--- config.mk ---
export PLATFORM = sky130hd
export DESIGN_NAME = v_line_cfg_ctrl_flat
export DESIGN_NICKNAME = d
export VERILOG_FILES = /design/src/rtl/v_line_cfg_ctrl_if.sv /design/src/rtl/v_line_cfg_ctrl.sv /design/src/flat_wrapper.sv
export SDC_FILE = /design/constraint.sdc
export NUM_CORES = 1
export LEC_CHECK = 0
export CORE_MARGIN = 3
export CORE_UTILIZATION = 37
export CTS_BUF_LIST = sky130_fd_sc_hd__clkbuf_2 sky130_fd_sc_hd__clkbuf_4 sky130_fd_sc_hd__clkbuf_8
export CTS_CLUSTER_DIAMETER = 150
export DETAILED_ROUTE_END_ITERATION = 6
export GPL_TIMING_DRIVEN = 0
export PLACE_DENSITY = 0.81
export SYNTH_ARGS = -nofsm -noshare
export SYNTH_HDL_FRONTEND = slang
export SYNTH_SLANG_ARGS = --single-unit
--- constraint.sdc ---
create_clock -name wb_clk_i -period 2.1 [get_ports wb_clk_i]
set_clock_uncertainty 0.2 [all_clocks]
set_input_delay 0.21 -clock wb_clk_i [delete_from_list [all_inputs] [get_ports wb_clk_i]]
set_output_delay 0.21 -clock wb_clk_i [all_outputs]
set_load 0.01 [all_outputs]
--- src/rtl/v_line_cfg_ctrl_if.sv ---
// Wishbone slave bus bundle for the vertical-line configuration controller.
interface v_line_cfg_ctrl_if;
    logic        wbs_stb_i;
    logic        wbs_cyc_i;
    logic        wbs_we_i;
    logic [3:0]  wbs_sel_i;
    logic [31:0] wbs_dat_i;
    logic [31:0] wbs_adr_i;
    logic        wbs_ack_o;
    logic [31:0] wbs_dat_o;

    modport slave (
        input  wbs_stb_i, wbs_cyc_i, wbs_we_i, wbs_sel_i, wbs_dat_i, wbs_adr_i,
        output wbs_ack_o, wbs_dat_o
    );

    modport master (
        output wbs_stb_i, wbs_cyc_i, wbs_we_i, wbs_sel_i, wbs_dat_i, wbs_adr_i,
        input  wbs_ack_o, wbs_dat_o
    );
endinterface

--- src/rtl/v_line_cfg_ctrl.sv ---
// Owns the v_line mux configuration bus; every change is sequenced as
// outputs off -> guard -> switch -> guard -> outputs on.
module v_line_cfg_ctrl #(
    parameter logic [31:0]        BASE_ADDR   = 32'h3000_0000,
    parameter logic [31:0]        ADDR_MASK   = 32'hFFFF_FFF0,
    parameter int unsigned        NUM_CFG     = 4,
    parameter logic [3:0]         RESET_CFG   = 4'd0,
    parameter int unsigned        GUARD_W     = 8,
    parameter logic [GUARD_W-1:0] GUARD_RESET = GUARD_W'(4)
) (
    input  logic                    wb_clk_i,
    input  logic                    wb_rst_i,
    v_line_cfg_ctrl_if.slave        wb,
    output logic [3:0]              configuration,
    output logic                    oe_enable,
    output logic                    busy,
    output logic                    cfg_done
);

    typedef enum logic [1:0] {StIdle, StDrain, StSwitch, StSettle} state_e;

    state_e             state_q, state_d;
    logic [GUARD_W-1:0] cnt_q, cnt_d;
    logic [GUARD_W-1:0] guard_q, guard_d;
    logic [3:0]         req_q, req_d;
    logic [3:0]         target_q, target_d;
    logic [3:0]         cfg_q, cfg_d;
    logic               pending_q, pending_d;
    logic               err_q, err_d;
    logic               ack_q, ack_d;
    logic [31:0]        dat_q, dat_d;
    logic               done_q, done_d;

    logic        hit, access, wr, req_valid;
    logic [1:0]  off;
    logic [31:0] rdata;

    assign hit       = (wb.wbs_adr_i & ADDR_MASK) == BASE_ADDR;
    assign access    = wb.wbs_stb_i & wb.wbs_cyc_i & hit & ~ack_q;
    assign wr        = access & wb.wbs_we_i;
    assign off       = wb.wbs_adr_i[3:2];
    assign req_valid = 32'(wb.wbs_dat_i[3:0]) < NUM_CFG;

    assign configuration = cfg_q;
    assign oe_enable     = (state_q == StIdle);
    assign busy          = (state_q != StIdle);
    assign cfg_done      = done_q;
    assign wb.wbs_ack_o  = ack_q;
    assign wb.wbs_dat_o  = dat_q;

    always_comb begin
        unique case (off)
            2'd0:    rdata = {28'd0, req_q};
            2'd1:    rdata = 32'(guard_q);
            2'd2:    rdata = {24'd0, cfg_q, 1'b0, err_q, pending_q, busy};
            default: rdata = 32'd0;
        endcase
    end

    always_comb begin
        state_d   = state_q;
        cnt_d     = cnt_q;
        target_d  = target_q;
        cfg_d     = cfg_q;
        done_d    = 1'b0;
        req_d     = req_q;
        pending_d = pending_q;
        err_d     = err_q;
        guard_d   = guard_q;
        ack_d     = access;
        dat_d     = access ? rdata : 32'd0;

        unique case (state_q)
            StIdle: begin
                if (pending_q) begin
                    // Latch the target so later writes only queue the next sequence.
                    state_d   = StDrain;
                    cnt_d     = guard_q;
                    target_d  = req_q;
                    pending_d = 1'b0;
                end
            end
            StDrain: begin
                if (cnt_q == '0) begin
                    state_d = StSwitch;
                    cfg_d   = target_q;
                end else begin
                    cnt_d = cnt_q - 1'b1;
                end
            end
            StSwitch: begin
                state_d = StSettle;
                cnt_d   = guard_q;
            end
            StSettle: begin
                if (cnt_q == '0) begin
                    state_d = StIdle;
                    done_d  = 1'b1;
                end else begin
                    cnt_d = cnt_q - 1'b1;
                end
            end
            default: state_d = StIdle;
        endcase

        // Bus writes follow the FSM so a write on a launch edge re-arms pending.
        if (wr) begin
            unique case (off)
                2'd0: begin
                    if (wb.wbs_sel_i[0]) begin
                        if (!req_valid) begin
                            err_d = 1'b1;
                        end else if (!(state_q == StIdle && wb.wbs_dat_i[3:0] == cfg_q)) begin
                            req_d     = wb.wbs_dat_i[3:0];
                            pending_d = 1'b1;
                        end
                    end
                end
                2'd1: begin
                    for (int i = 0; i < int'(GUARD_W); i++) begin
                        if (wb.wbs_sel_i[i/8]) guard_d[i] = wb.wbs_dat_i[i];
                    end
                end
                2'd2: begin
                    if (wb.wbs_sel_i[0] && wb.wbs_dat_i[2]) err_d = 1'b0;
                end
                default: ;
            endcase
        end
    end

    always_ff @(posedge wb_clk_i or negedge wb_rst_i) begin
        if (!wb_rst_i) begin
            state_q   <= StSettle;
            cnt_q     <= GUARD_RESET;
            guard_q   <= GUARD_RESET;
            req_q     <= RESET_CFG;
            target_q  <= RESET_CFG;
            cfg_q     <= RESET_CFG;
            pending_q <= 1'b0;
            err_q     <= 1'b0;
            ack_q     <= 1'b0;
            dat_q     <= 32'd0;
            done_q    <= 1'b0;
        end else begin
            state_q   <= state_d;
            cnt_q     <= cnt_d;
            guard_q   <= guard_d;
            req_q     <= req_d;
            target_q  <= target_d;
            cfg_q     <= cfg_d;
            pending_q <= pending_d;
            err_q     <= err_d;
            ack_q     <= ack_d;
            dat_q     <= dat_d;
            done_q    <= done_d;
        end
    end

endmodule

--- src/flat_wrapper.sv ---
// flat-port wrapper written by rule: the top's interface ports become plain ports
module v_line_cfg_ctrl_flat 
#(
    parameter logic [31:0]        BASE_ADDR   = 32'h3000_0000,
    parameter logic [31:0]        ADDR_MASK   = 32'hFFFF_FFF0,
    parameter int unsigned        NUM_CFG     = 4,
    parameter logic [3:0]         RESET_CFG   = 4'd0,
    parameter int unsigned        GUARD_W     = 8,
    parameter logic [GUARD_W-1:0] GUARD_RESET = GUARD_W'(4)
)
  (wb_clk_i, wb_rst_i, configuration, oe_enable, busy, cfg_done, wb_wbs_stb_i, wb_wbs_cyc_i, wb_wbs_we_i, wb_wbs_sel_i, wb_wbs_dat_i, wb_wbs_adr_i, wb_wbs_ack_o, wb_wbs_dat_o);
  v_line_cfg_ctrl_if wb_i ();
  input  logic wb_clk_i;
  input  logic wb_rst_i;
  output logic [3:0] configuration;
  output logic oe_enable;
  output logic busy;
  output logic cfg_done;
  input wire logic [$bits(wb_i.wbs_stb_i)-1:0] wb_wbs_stb_i;
  input wire logic [$bits(wb_i.wbs_cyc_i)-1:0] wb_wbs_cyc_i;
  input wire logic [$bits(wb_i.wbs_we_i)-1:0] wb_wbs_we_i;
  input wire logic [$bits(wb_i.wbs_sel_i)-1:0] wb_wbs_sel_i;
  input wire logic [$bits(wb_i.wbs_dat_i)-1:0] wb_wbs_dat_i;
  input wire logic [$bits(wb_i.wbs_adr_i)-1:0] wb_wbs_adr_i;
  output wire logic [$bits(wb_i.wbs_ack_o)-1:0] wb_wbs_ack_o;
  output wire logic [$bits(wb_i.wbs_dat_o)-1:0] wb_wbs_dat_o;
  assign wb_i.wbs_stb_i = wb_wbs_stb_i;
  assign wb_i.wbs_cyc_i = wb_wbs_cyc_i;
  assign wb_i.wbs_we_i = wb_wbs_we_i;
  assign wb_i.wbs_sel_i = wb_wbs_sel_i;
  assign wb_i.wbs_dat_i = wb_wbs_dat_i;
  assign wb_i.wbs_adr_i = wb_wbs_adr_i;
  assign wb_wbs_ack_o = wb_i.wbs_ack_o;
  assign wb_wbs_dat_o = wb_i.wbs_dat_o;
  v_line_cfg_ctrl #(.BASE_ADDR(BASE_ADDR), .ADDR_MASK(ADDR_MASK), .NUM_CFG(NUM_CFG), .RESET_CFG(RESET_CFG), .GUARD_W(GUARD_W), .GUARD_RESET(GUARD_RESET)) u_core (.wb_clk_i(wb_clk_i), .wb_rst_i(wb_rst_i), .wb(wb_i), .configuration(configuration), .oe_enable(oe_enable), .busy(busy), .cfg_done(cfg_done));
endmodule
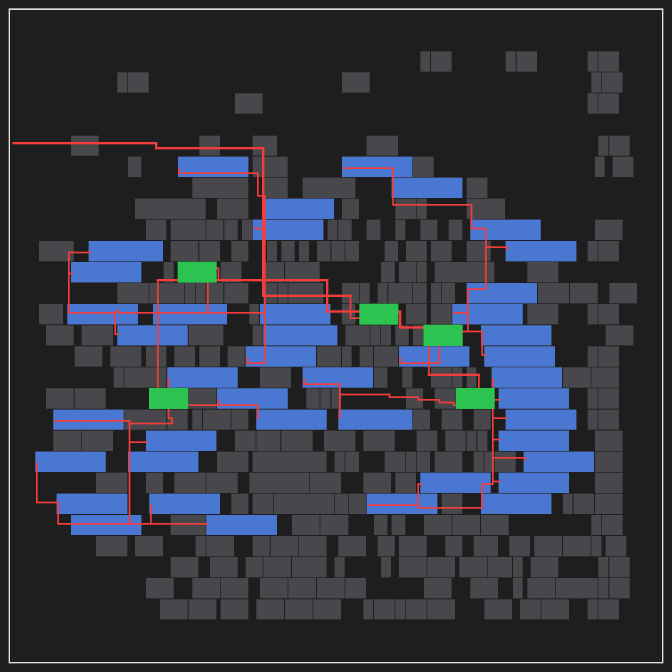
Figure 1: clock wires, drivers and flops.
green -> clock-net drivers  # count 5
blue -> flip-flops  # count 42
red -> clock wires  # length 465 um
routed clock nets = 6
Clock group: 546 uW
clock power share: 0.355
Worst-Skew Late Latency: 290 ps

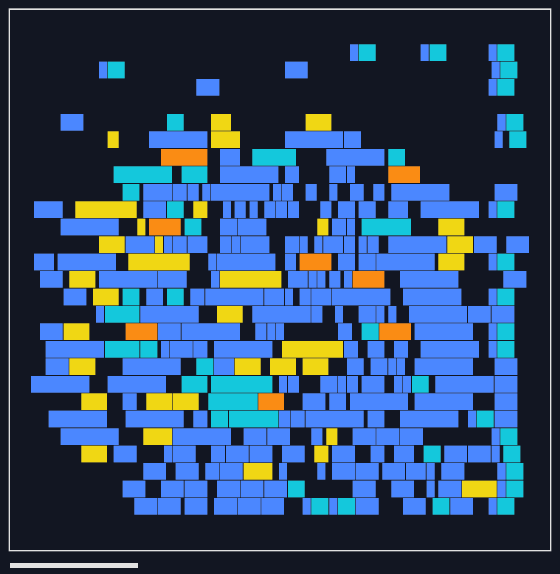
Figure 2: drive-strength map.
Bar = 20 um.
yellow -> x2  # cells 33
blue -> x1 and smaller  # cells 225
orange -> x6 and larger  # cells 8
cyan -> x3 and x4  # cells 46

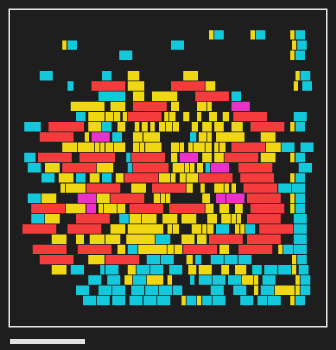
Figure 3: cell classes on the final placement.
Bar = 20 um.
magenta -> clock drivers and dummy loads  # cells 8
cyan -> remaining buffers and delay cells  # cells 101
yellow -> remaining logic cells  # cells 161
red -> registers  # cells 42
flop share of the area: 0.3186
Post-Layout Inst Area: 3314 um^2
FP Rows: 27

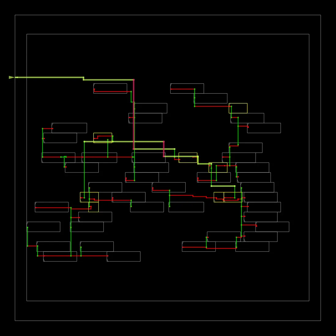
Figure 4: clock nets.
Flops: 42
clock sinks: 42

==> impl_metrics.tcl <==
# collected from the flow reports
set metrics [dict create \
    syn_area_per_cell_um2 10.71 \
    setup-violations-final 2 \
    maxPowerGroup "registers" \
    cp.depth 6 \
    synth_cells 211 \
    comb_power_share 0.119 \
    fin_ws_ps -57.19 \
    slowest_stage "dfstp_2" \
    slew_headroom 0.5500 \
    worstMarginPinSlew_ps 669.9 \
    hold_buffers 1 \
    dp_hpwl_um 4153 \
    top_area_cell "dfrtp_1" \
    wl_per_cell_um 14.33 \
    layout-drive-gt1-share 0.2788 \
    die-height_um 84.15 \
    clk_share 0.02945 \
    grt_max_degree 37 \
    layout_top_cell "clkdlybuf4s50_1" \
    io_buffers 57 \
    final_cell_count_no_fill 384 \
    max_stage_delay_ps 570 \
    antenna_found_initial 0 \
    path_delay_family "simple AND/OR/NAND/NOR gates" \
    grt_overflow 0 \
    rsz0062_at_grt "true" \
    violations "setup timing" \
    clock_path_buffers 2 \
    pin_count 113 \
    htreeDepth 2 \
    final_cell_mix "clkdlybuf4s50_1 (54), dfrtp_1 (38), buf_4 (34)" \
    detail-route-antenna-nets 0 \
    min_period_ps 2157 \
    top_cell_area_share 0.4208 \
    grt-busiest-layer "met2" \
    drt_wl_total_um 5503 \
    required_ps 2080 \
    crit_path_end_kind "flip-flop" \
    syn_area_um2 2260 \
    switching_power_uw 325.3 \
    reg2reg_from "u_core.state_q[0]" \
    cts-resized-gates 7 \
    cp_max_fo 6 \
    grt_pass1_wl_um 8638 \
    ys_chip_area_um2 2260 \
    whs_ps 97.03 \
    cp-start-kind "flip-flop" \
    yosysWarnings 0 \
    met2_usage 0.2432 \
    fin_setup_tns_ps -108.6 \
    comb_area_um2 1149 \
    edf_count 0 \
    endpoint "u_core.req_q[0]" \
    drv_slew 0 \
    dr.max_layer_used "met4" \
    timing.rr.end "u_core.req_q[0]" \
    pre_cts_ws_ps -598.1 \
    synthTopLogicFamily "simple AND/OR/NAND/NOR gates" \
    p_int_uw 1212 \
    gp_congestion 0.8477 \
    area_leaders "dfrtp_1 (42%), mux2_2 (9.5%), buf_4 (8.0%)" \
    nonClkBufAreaFrac 0.2692 \
    seqCellArea_um2 1056 \
    dr_total_vias 1869 \
    grtUsageTotal 0.1518 \
    drtIter0Drc 124 \
    synthFlopType "dfrtp_1" \
    fin_nets 390 \
    powerDensity_nw_per_um2 463.9 \
    warning_count 60 \
    yosys_cells 211 \
    die_area_um2 7081 \
    worstSetupPathType "flip-flop to flip-flop" \
    path_cells "inv_2 > ha_4 > or3b_4 > o311ai_4 > nor4_4 > mux2_4" \
    power_uw 1537 \
    root_buffer "clkbuf_8" \
    dpl_cell_area_um2 3050 \
    n_all_buffers 101 \
    drc 0 \
    inverters_excl_clock 8 \
    fp_util 0.3958 \
    ys_seq_frac 0.4673 \
    ys_sh_simple 0.1689 \
    comb_share 0.3465 \
    switching_share 0.2116 \
    rrSetupSlack_ps -60 \
    fmax_mhz 463.6 \
    cts_setup_buffers 5 \
    p_leak_uw 0.001534 \
    num_tap_cells 72 \
    drtPass1Iterations 4 \
    n_clock_buffer 8 \
    comb_cells 153 \
    vias_per_cell 4.867 \
    fin_crit_sh 1.027 \
    top_cell "dfrtp_1" \
    cp_num_buf_inv 1 \
    hold_viol 0 \
    ys_sh_aoi 0.1035 \
    wl_met1_um 2433 \
    ys_types 41 \
    worstPathArrival_ps 2130 \
    peakVddDrop_mv 0.3177 \
    nFillCells 501 \
    powerSeq_uw 809 \
    num_antenna_cells 0 \
    cts_buffers 5 \
    comb_cell_power_uw 183 \
    core_area_um2 5709 \
    cap_violations 0 \
    status "finished with violations" \
    biggestCellCategory "logic gates" \
    grt_pass1_vias 1809 \
    wl_met3_um 307 \
    ys_sh_xor 0.007752 \
    async_flop_share 1.000 \
    dp.cells 364 \
    syn_to_final_growth_pct 46.68 \
    wl_met2_um 2716 \
    rr_worst_depth 6 \
    yosys-top-cells-count "dfrtp_1 (38), buf_4 (24), mux2_2 (19)" \
    met3_usage 0.03925 \
    hold_path.class "input port to asynchronous set/reset pin" \
    clkTransAtPathRegs_ps 70 \
    fin_util 0.5805 \
    die_width_um 84.15 \
    synth_flops 42 \
    synth.mux.area_fraction 0.1124 \
    seqPwrFrac 0.526 \
    cts_tree "yes" \
    critPathLaunch "u_core.state_q[0]" \
]
Power figures rest on the tool's default switching activity, not on a simulated workload.
